**src/rtl/pong_frame_renderer.sv**
```systemverilog
// rtl/pong_frame_renderer.sv - Pong game state and registered VGA pixel/sync output for 640x480
// Optional feature macro: PONG_NET_EN draws the dashed centre net.
module pong_frame_renderer #(
    parameter int BALL_SIZE    = 8,
    parameter int BALL_SPEED   = 2,
    parameter int PADDLE_X     = 600,
    parameter int PADDLE_W     = 4,
    parameter int PADDLE_H     = 64,
    parameter int PADDLE_SPEED = 4,
    parameter int SERVE_FRAMES = 60
) (
    input  logic        clk,
    input  logic        rst,
    input  logic        pix_en,
    input  logic [9:0]  h_count,
    input  logic [9:0]  v_count,
    input  logic        btn_up,
    input  logic        btn_dn,
    output logic        hsync,
    output logic        vsync,
    output logic        video_on,
    output logic [11:0] rgb,
    output logic [3:0]  score,
    output logic        miss
);
    localparam logic [10:0] C_BS   = 11'(BALL_SIZE);
    localparam logic [10:0] C_SP   = 11'(BALL_SPEED);
    localparam logic [10:0] C_PX   = 11'(PADDLE_X);
    localparam logic [10:0] C_PW   = 11'(PADDLE_W);
    localparam logic [10:0] C_PH   = 11'(PADDLE_H);
    localparam logic [10:0] C_PS   = 11'(PADDLE_SPEED);
    localparam logic [10:0] C_PMAX = 11'(480 - PADDLE_H);
    localparam logic [9:0]  C_SP10 = 10'(BALL_SPEED);
    localparam logic [9:0]  C_BX0  = 10'd316;
    localparam logic [9:0]  C_BY0  = 10'd236;
    localparam logic [9:0]  C_PY0  = 10'd208;
    localparam logic [7:0]  C_SERVE_LAST = 8'(SERVE_FRAMES - 1);

    typedef enum logic [1:0] {S_SERVE, S_PLAY, S_MISS} state_t;

    state_t      r_state;
    logic [7:0]  r_serve_cnt;
    logic [9:0]  r_bx, r_by, r_py;
    logic        r_dx_neg, r_dy_neg, r_serve_dy_neg;
    logic [3:0]  r_score;
    logic        r_miss, r_hsync, r_vsync, r_video_on;
    logic [11:0] r_rgb;

    logic [10:0] w_bx, w_by, w_py, w_h, w_v;
    logic        w_frame_tick, w_hit, w_miss, w_lwall, w_top, w_bot;
    logic        w_active, w_in_ball, w_in_paddle, w_in_net;
    logic [9:0]  w_py_next;
    logic [11:0] w_rgb;

    assign w_bx = {1'b0, r_bx};
    assign w_by = {1'b0, r_by};
    assign w_py = {1'b0, r_py};
    assign w_h  = {1'b0, h_count};
    assign w_v  = {1'b0, v_count};

    // The tick sits on the first blanking line, so game state never changes mid-picture.
    assign w_frame_tick = pix_en && (h_count == 10'd0) && (v_count == 10'd480);

    assign w_hit   = !r_dx_neg && (w_bx + C_BS <= C_PX) && (w_bx + C_BS + C_SP >= C_PX)
                     && (w_by + C_BS > w_py) && (w_by < w_py + C_PH);
    assign w_miss  = !r_dx_neg && (w_bx + C_BS + C_SP >= 11'd640);
    assign w_lwall = r_dx_neg && (w_bx <= C_SP);
    assign w_top   = r_dy_neg && (w_by <= C_SP);
    assign w_bot   = !r_dy_neg && (w_by + C_BS + C_SP >= 11'd480);

    always_comb begin
        w_py_next = r_py;
        if (btn_up && !btn_dn)
            w_py_next = (w_py >= C_PS) ? 10'(w_py - C_PS) : 10'd0;
        else if (btn_dn && !btn_up)
            w_py_next = (w_py + C_PS > C_PMAX) ? 10'(C_PMAX) : 10'(w_py + C_PS);
    end

    assign w_active    = (h_count < 10'd640) && (v_count < 10'd480);
    assign w_in_ball   = (w_h >= w_bx) && (w_h < w_bx + C_BS) && (w_v >= w_by) && (w_v < w_by + C_BS);
    assign w_in_paddle = (w_h >= C_PX) && (w_h < C_PX + C_PW) && (w_v >= w_py) && (w_v < w_py + C_PH);
`ifdef PONG_NET_EN
    assign w_in_net    = (h_count >= 10'd318) && (h_count <= 10'd321) && !v_count[4];
`else
    assign w_in_net    = 1'b0;
`endif

    always_comb begin
        w_rgb = 12'h000;
        if (w_active) begin
            if (w_in_ball)        w_rgb = 12'hFFF;
            else if (w_in_paddle) w_rgb = 12'h0F0;
            else if (w_in_net)    w_rgb = 12'h888;
        end
    end

    always_ff @(posedge clk) begin
        r_miss <= 1'b0;
        if (rst) begin
            r_state        <= S_SERVE;
            r_serve_cnt    <= 8'd0;
            r_bx           <= C_BX0;
            r_by           <= C_BY0;
            r_py           <= C_PY0;
            r_dx_neg       <= 1'b0;
            r_dy_neg       <= 1'b0;
            r_serve_dy_neg <= 1'b0;
            r_score        <= 4'd0;
            r_hsync        <= 1'b1;
            r_vsync        <= 1'b1;
            r_video_on     <= 1'b0;
            r_rgb          <= 12'h000;
        end else if (pix_en) begin
            r_hsync    <= !((h_count >= 10'd656) && (h_count <= 10'd751));
            r_vsync    <= !((v_count >= 10'd490) && (v_count <= 10'd491));
            r_video_on <= w_active;
            r_rgb      <= w_rgb;
            if (w_frame_tick) begin
                r_py <= w_py_next;
                case (r_state)
                    S_SERVE: begin
                        if (r_serve_cnt == C_SERVE_LAST) begin
                            r_state     <= S_PLAY;
                            r_serve_cnt <= 8'd0;
                        end else begin
                            r_serve_cnt <= r_serve_cnt + 8'd1;
                        end
                    end
                    S_PLAY: begin
                        if (w_hit) begin
                            r_bx     <= 10'(C_PX - C_BS);
                            r_dx_neg <= 1'b1;
                            r_score  <= r_score + 4'd1;
                        end else if (w_miss) begin
                            r_state <= S_MISS;
                            r_miss  <= 1'b1;
                        end else if (w_lwall) begin
                            r_bx     <= 10'd0;
                            r_dx_neg <= 1'b0;
                        end else if (r_dx_neg) begin
                            r_bx <= r_bx - C_SP10;
                        end else begin
                            r_bx <= r_bx + C_SP10;
                        end
                        // Y is independent of X so corner bounces apply both axes at once.
                        if (w_top) begin
                            r_by     <= 10'd0;
                            r_dy_neg <= 1'b0;
                        end else if (w_bot) begin
                            r_by     <= 10'(11'd480 - C_BS);
                            r_dy_neg <= 1'b1;
                        end else if (r_dy_neg) begin
                            r_by <= r_by - C_SP10;
                        end else begin
                            r_by <= r_by + C_SP10;
                        end
                    end
                    S_MISS: begin
                        r_score        <= 4'd0;
                        r_bx           <= C_BX0;
                        r_by           <= C_BY0;
                        r_dx_neg       <= 1'b0;
                        r_serve_dy_neg <= !r_serve_dy_neg;
                        r_dy_neg       <= !r_serve_dy_neg;
                        r_state        <= S_SERVE;
                    end
                    default: r_state <= S_SERVE;
                endcase
            end
        end
    end

    assign hsync    = r_hsync;
    assign vsync    = r_vsync;
    assign video_on = r_video_on;
    assign rgb      = r_rgb;
    assign score    = r_score;
    assign miss     = r_miss;
endmodule

```
**config.mk**
```make
export PLATFORM = sky130hd
export DESIGN_NAME = pong_frame_renderer
export DESIGN_NICKNAME = d
export VERILOG_FILES = /design/src/rtl/pong_frame_renderer.sv
export SDC_FILE = /design/constraint.sdc
export NUM_CORES = 1
export LEC_CHECK = 0
export ABC_CLOCK_PERIOD_IN_PS = 3200
export CORE_ASPECT_RATIO = 0.7
export CORE_MARGIN = 3
export CORE_UTILIZATION = 54
export CTS_CLUSTER_SIZE = 28
export DETAILED_ROUTE_END_ITERATION = 7
export GPL_ROUTABILITY_DRIVEN = 0
export PLACE_DENSITY = 0.75
export SLEW_MARGIN = 40
export SYNTH_ARGS = -nofsm -noshare
export SYNTH_HDL_FRONTEND = slang
export SYNTH_SLANG_ARGS = --single-unit
```
**constraint.sdc**
```tcl
create_clock -name clk -period 3.2 [get_ports clk]
set_input_delay 0.8 -clock clk [delete_from_list [all_inputs] [get_ports clk]]
set_output_delay 0.8 -clock clk [all_outputs]
set_load 0.005 [all_outputs]
```
==> run_1/layer_met2.png <==
Cells faint in the background.
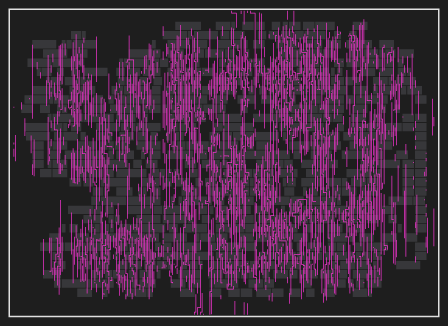
main direction	vertical
share of all routed wire	42%
wire length on this layer	7260 um
nets with wire on the layer	758
longest straight run	29.6 um
vias: 5929
WL final: 17200 um
met2 Use GR: 41.6%

==> run_1/layer_met1.png <==
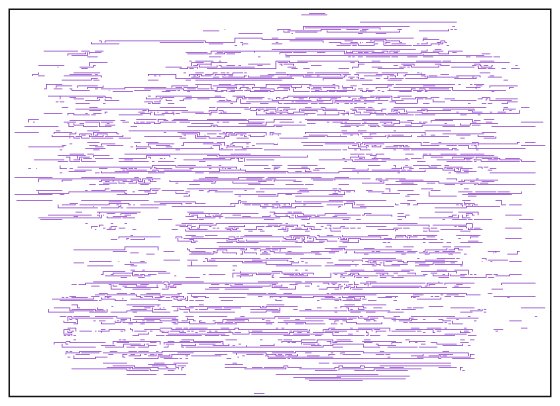
longest straight run	46.5 um
share of all routed wire	46%
main direction	horizontal

==> run_1/flops_by_reg.png <==
Other sequential cells in the stronger gray, the rest of the logic in the fainter gray.
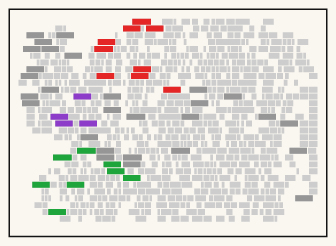
color	netlist name	placed flops	where
purple	score	4	left middle
green	r_py	8	bottom left
red	r_bx	9	top middle
not colored	28
Core Util, Final: 68.1%
Seq power: 611 uW
flop share of the area: 14.8%
Reg area: 990 um2

==> results.sh, run 1 <==
# flow metrics
export IMPL_port_buffers=44
export IMPL_cts_resized=1
export IMPL_synthToLayoutAreaGrowth_pct=21.4
export IMPL_final_hold_viol_count=0
export IMPL_clk_power_uw=562
export IMPL_ys_sh_mux_pct=1.85
export IMPL_routedWlPerCell_um=18.8
export IMPL_wl_met1_um=7830
export IMPL_wl_met2_um=7260
export IMPL_synthAoiAreaFrac_pct=28.5
export IMPL_dpl_cell_count=904
export IMPL_status="complete, no violations"
export IMPL_synth_xor_area_share_pct=4.28
export IMPL_drv_cap=0
export IMPL_post_synth_fa_ha_maj_area_fraction_pct=18.9
export IMPL_ys_cells=700
export IMPL_r2r_setup_slack_ns=0.09
export IMPL_syn_inst=700
export IMPL_min_from="r_state[1]"
export IMPL_r2r_start="r_by[6]"
export IMPL_worst_slew_pin_slew_ns=0.685
export IMPL_reg_top3="r_bx (9), r_by (9)"
export IMPL_drt_iter0_drc=596
export IMPL_postSynthSeqShare_pct=17.9
export IMPL_area_dominant_class="multi-input combinational cells"
export IMPL_cp_top_family="AND-OR/OR-AND gates"
export IMPL_fmax_ghz=0.322
export IMPL_endpoint_kind="register"
export IMPL_ir_drop_mv=0.184
export IMPL_grt_max_degree=20
export IMPL_final_cell_area_um2=6670
export IMPL_maxPowerGroup="registers"
export IMPL_via_per_inst=6.49
export IMPL_hpwl_um=13500
export IMPL_antenna_found_initial=0
export IMPL_hp_class="register to register"
export IMPL_skew_ns=0.00477
export IMPL_final_nets=893
export IMPL_area_leaders="ha_1 19%, dfxtp_1 18%, a21oi_1 4.0%"
export IMPL_top_cell="ha_1"
export IMPL_logic_gates=560
export IMPL_die_area_um2=11400
export IMPL_endpoint="r_bx[1]"
export IMPL_grt_pass1_vias=5369
export IMPL_r2r_end="r_bx[1]"
export IMPL_fin_ws_ns=0.0911
export IMPL_n_all_inverters=49
export IMPL_place_area_um2=6420
export IMPL_syn_num_nets=808
export IMPL_cp_slowest_cell="dfxtp_1"
export IMPL_warnings=44
export IMPL_crit_arrival_ns=3.34
export IMPL_synth_top_flop_cell="dfxtp_1"
export IMPL_dieWidth_um=127
export IMPL_cts_made_buffers=5
export IMPL_internal_power_mw=1.00
export IMPL_whs_endpoint="r_state[1]"
export IMPL_p_leak_nw=2.77
export IMPL_final_cell_mix="83 x ha_1, 76 x buf_4, 56 x nor2_1"
export IMPL_clockPowerShare_pct=42.3
export IMPL_buffers=120
export IMPL_top_layer="met4"
export IMPL_die_h_um=90.4
export IMPL_p_seq_share_pct=46.0
export IMPL_synth_edff_count=0
export IMPL_critPathBufInv=3
export IMPL_final_cells=914
export IMPL_flop_count=49
export IMPL_cts_root_buf="clkbuf_16"
export IMPL_tap_cells=128
==> run 2: changes to the inputs <==
--- a/config.mk
+++ b/config.mk
@@ -5,7 +5,6 @@
 export SDC_FILE = /design/constraint.sdc
 export NUM_CORES = 1
 export LEC_CHECK = 0
-export ABC_CLOCK_PERIOD_IN_PS = 3200
 export CORE_ASPECT_RATIO = 0.7
 export CORE_MARGIN = 3
 export CORE_UTILIZATION = 54
@@ -13,6 +12,7 @@
 export DETAILED_ROUTE_END_ITERATION = 7
 export GPL_ROUTABILITY_DRIVEN = 0
 export PLACE_DENSITY = 0.75
+export SETUP_SLACK_MARGIN = 0.02
 export SLEW_MARGIN = 40
 export SYNTH_ARGS = -nofsm -noshare
 export SYNTH_HDL_FRONTEND = slang
==> run_2/placement.png <==
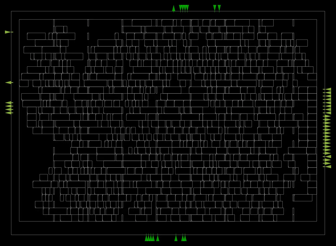
fin cells: 914
n_taps: 128
fillcell total: 803
Seq cells: 49

==> run_2/flops_by_reg.png <==
Other sequential cells in the stronger gray, the rest of the logic in the fainter gray.
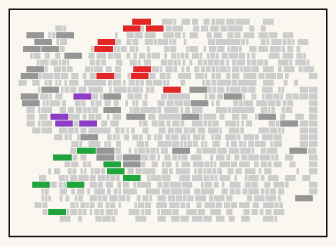
color	netlist name	placed flops	where
red	r_bx	9	top middle
green	r_py	8	bottom left
purple	score	4	left middle
not colored	28
Core Util, Final: 68.2%
Reg area: 987 um2

==> results.sh, run 2 <==
# flow metrics
export IMPL_grt_pass1_vias=5369
export IMPL_final_cell_mix="82 x ha_1, 75 x buf_4, 56 x nor2_1"
export IMPL_postSynthSeqShare_pct=17.9
export IMPL_drv_cap=0
export IMPL_cts_resized=2
export IMPL_final_nets=892
export IMPL_sh_seq_area_pct=14.8
export IMPL_syn_inst=700
export IMPL_maxPowerGroup="registers"
export IMPL_cp_top_family="AND-OR/OR-AND gates"
export IMPL_wl_um=17100
export IMPL_routedWlPerCell_um=18.7
export IMPL_top_layer="met4"
export IMPL_synth_edff_count=0
export IMPL_post_synth_fa_ha_maj_area_fraction_pct=18.9
export IMPL_reg_top3="r_bx (9), r_by (9)"
export IMPL_internal_power_mw=1.00
export IMPL_endpoint="r_state[1]"
export IMPL_hp_class="register to register"
export IMPL_area_leaders="ha_1 19%, dfxtp_1 18%, a21oi_1 4.0%"
export IMPL_drt_iter0_drc=548
export IMPL_r2r_start="r_by[4]"
export IMPL_final_cell_area_um2=6680
export IMPL_via_per_inst=6.45
export IMPL_min_from="r_state[1]"
export IMPL_cts_root_buf="clkbuf_16"
export IMPL_final_hold_viol_count=0
export IMPL_r2r_setup_slack_ns=0.17
export IMPL_gr_usage_met2_pct=41.6
export IMPL_synth_top_flop_cell="dfxtp_1"
export IMPL_skew_ns=0.00449
export IMPL_port_buffers=44
export IMPL_clockPowerShare_pct=42.4
export IMPL_ir_drop_mv=0.186
export IMPL_p_seq_share_pct=45.9
export IMPL_n_all_inverters=49
export IMPL_endpoint_kind="register"
export IMPL_critPathBufInv=2
export IMPL_die_area_um2=11400
export IMPL_synth_xor_area_share_pct=4.28
export IMPL_cp_slowest_cell="dfxtp_1"
export IMPL_worst_slew_pin_slew_ns=0.658
export IMPL_p_leak_nw=2.77
export IMPL_die_h_um=90.4
export IMPL_warnings=44
export IMPL_synthToLayoutAreaGrowth_pct=21.6
export IMPL_status="complete, no violations"
export IMPL_grt_max_degree=20
export IMPL_wl_met1_um=7760
export IMPL_antenna_found_initial=0
export IMPL_total_power_mw=1.33
export IMPL_buffers=119
export IMPL_fin_ws_ns=0.168
export IMPL_fmax_ghz=0.330
export IMPL_dieWidth_um=127
export IMPL_p_seq_uw=611
export IMPL_logic_gates=560
export IMPL_wl_met2_um=7170
export IMPL_area_dominant_class="multi-input combinational cells"
export IMPL_whs_endpoint="r_state[1]"
export IMPL_clk_power_uw=564
export IMPL_vias=5897
export IMPL_synthAoiAreaFrac_pct=28.5
==> run 3: changes to the inputs <==
--- a/config.mk
+++ b/config.mk
@@ -12,6 +12,7 @@
 export DETAILED_ROUTE_END_ITERATION = 7
 export GPL_ROUTABILITY_DRIVEN = 0
 export PLACE_DENSITY = 0.75
+export REMOVE_ABC_BUFFERS = 1
 export SETUP_SLACK_MARGIN = 0.02
 export SLEW_MARGIN = 40
 export SYNTH_ARGS = -nofsm -noshare
==> run_3/layer_met1.png <==
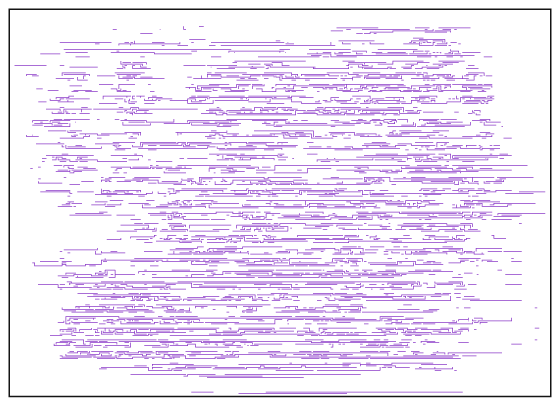
longest straight run	55.7 um
main direction	horizontal
wire length on this layer	8080 um
nets with wire on the layer	836
share of all routed wire	46%
WL final: 17400 um
vias: 5960
met1 usage: 44.1%

==> run_3/flops_by_reg.png <==
Other sequential cells in the stronger gray, the rest of the logic in the fainter gray.
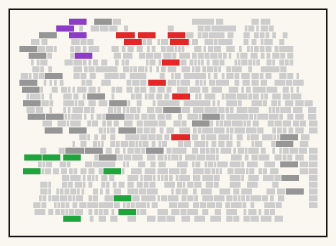
flop share of the area: 14.7%
Core Util, Final: 68.6%

==> results.sh, run 3 <==
# flow metrics
export IMPL_final_cell_mix="82 x ha_1, 81 x buf_4, 56 x nor2_1"
export IMPL_dieWidth_um=127
export IMPL_port_buffers=44
export IMPL_total_power_mw=1.39
export IMPL_flop_area_um2=987
export IMPL_crit_arrival_ns=3.32
export IMPL_area_dominant_class="multi-input combinational cells"
export IMPL_syn_inst=700
export IMPL_logic_gates=560
export IMPL_ys_cells=700
export IMPL_grt_busiest_layer="met2"
export IMPL_critPathBufInv=2
export IMPL_status="complete, no violations"
export IMPL_buffers=125
export IMPL_gr_usage_met2_pct=44.7
export IMPL_drt_iter0_drc=685
export IMPL_drv_cap=0
export IMPL_endpoint="score[1]"
export IMPL_maxPowerGroup="the clock network"
export IMPL_warnings=43
export IMPL_min_from="video_on"
export IMPL_grt_pass1_vias=5519
export IMPL_antenna_found_initial=0
export IMPL_cts_made_buffers=5
export IMPL_internal_power_mw=1.06
export IMPL_p_seq_uw=611
export IMPL_whs_endpoint="video_on"
export IMPL_tap_cells=128
export IMPL_flop_count=49
export IMPL_final_nets=898
export IMPL_hp_class="register to register"
export IMPL_rsz0062_at_grt="no"
export IMPL_synth_xor_area_share_pct=4.28
export IMPL_top_cell="ha_1"
export IMPL_fin_ws_ns=0.102
export IMPL_postSynthSeqShare_pct=17.9
export IMPL_post_synth_fa_ha_maj_area_fraction_pct=18.9
export IMPL_place_area_um2=6460
export IMPL_die_area_um2=11400
export IMPL_routedWlPerCell_um=18.9
export IMPL_wl_met2_um=7460
export IMPL_p_seq_share_pct=44.0
export IMPL_cp_top_family="AND-OR/OR-AND gates"
export IMPL_synth_edff_count=0
export IMPL_clk_power_uw=621
export IMPL_cts_root_buf="clkbuf_16"
export IMPL_skew_ns=0.00490
export IMPL_endpoint_kind="register"
export IMPL_final_cell_area_um2=6730
export IMPL_die_h_um=90.4
export IMPL_wl_met1_um=8080
export IMPL_top_layer="met4"
export IMPL_boundaryPins=45
export IMPL_clockPowerShare_pct=44.7
export IMPL_synth_top_flop_cell="dfxtp_1"
export IMPL_synthToLayoutAreaGrowth_pct=22.4
export IMPL_ir_drop_mv=0.229
export IMPL_layout_drive_gt1_share_pct=15.7
export IMPL_synthAoiAreaFrac_pct=28.5
export IMPL_r2r_setup_slack_ns=0.10
export IMPL_p_leak_nw=2.79
export IMPL_final_cells=918
export IMPL_reg_top3="r_bx (9), r_by (9)"
export IMPL_area_leaders="ha_1 19%, dfxtp_1 18%, a21oi_1 4.0%"
export IMPL_n_all_inverters=49
export IMPL_fmax_ghz=0.323
export IMPL_worst_slew_pin_slew_ns=0.679
Power and IR drop assume default switching activity.
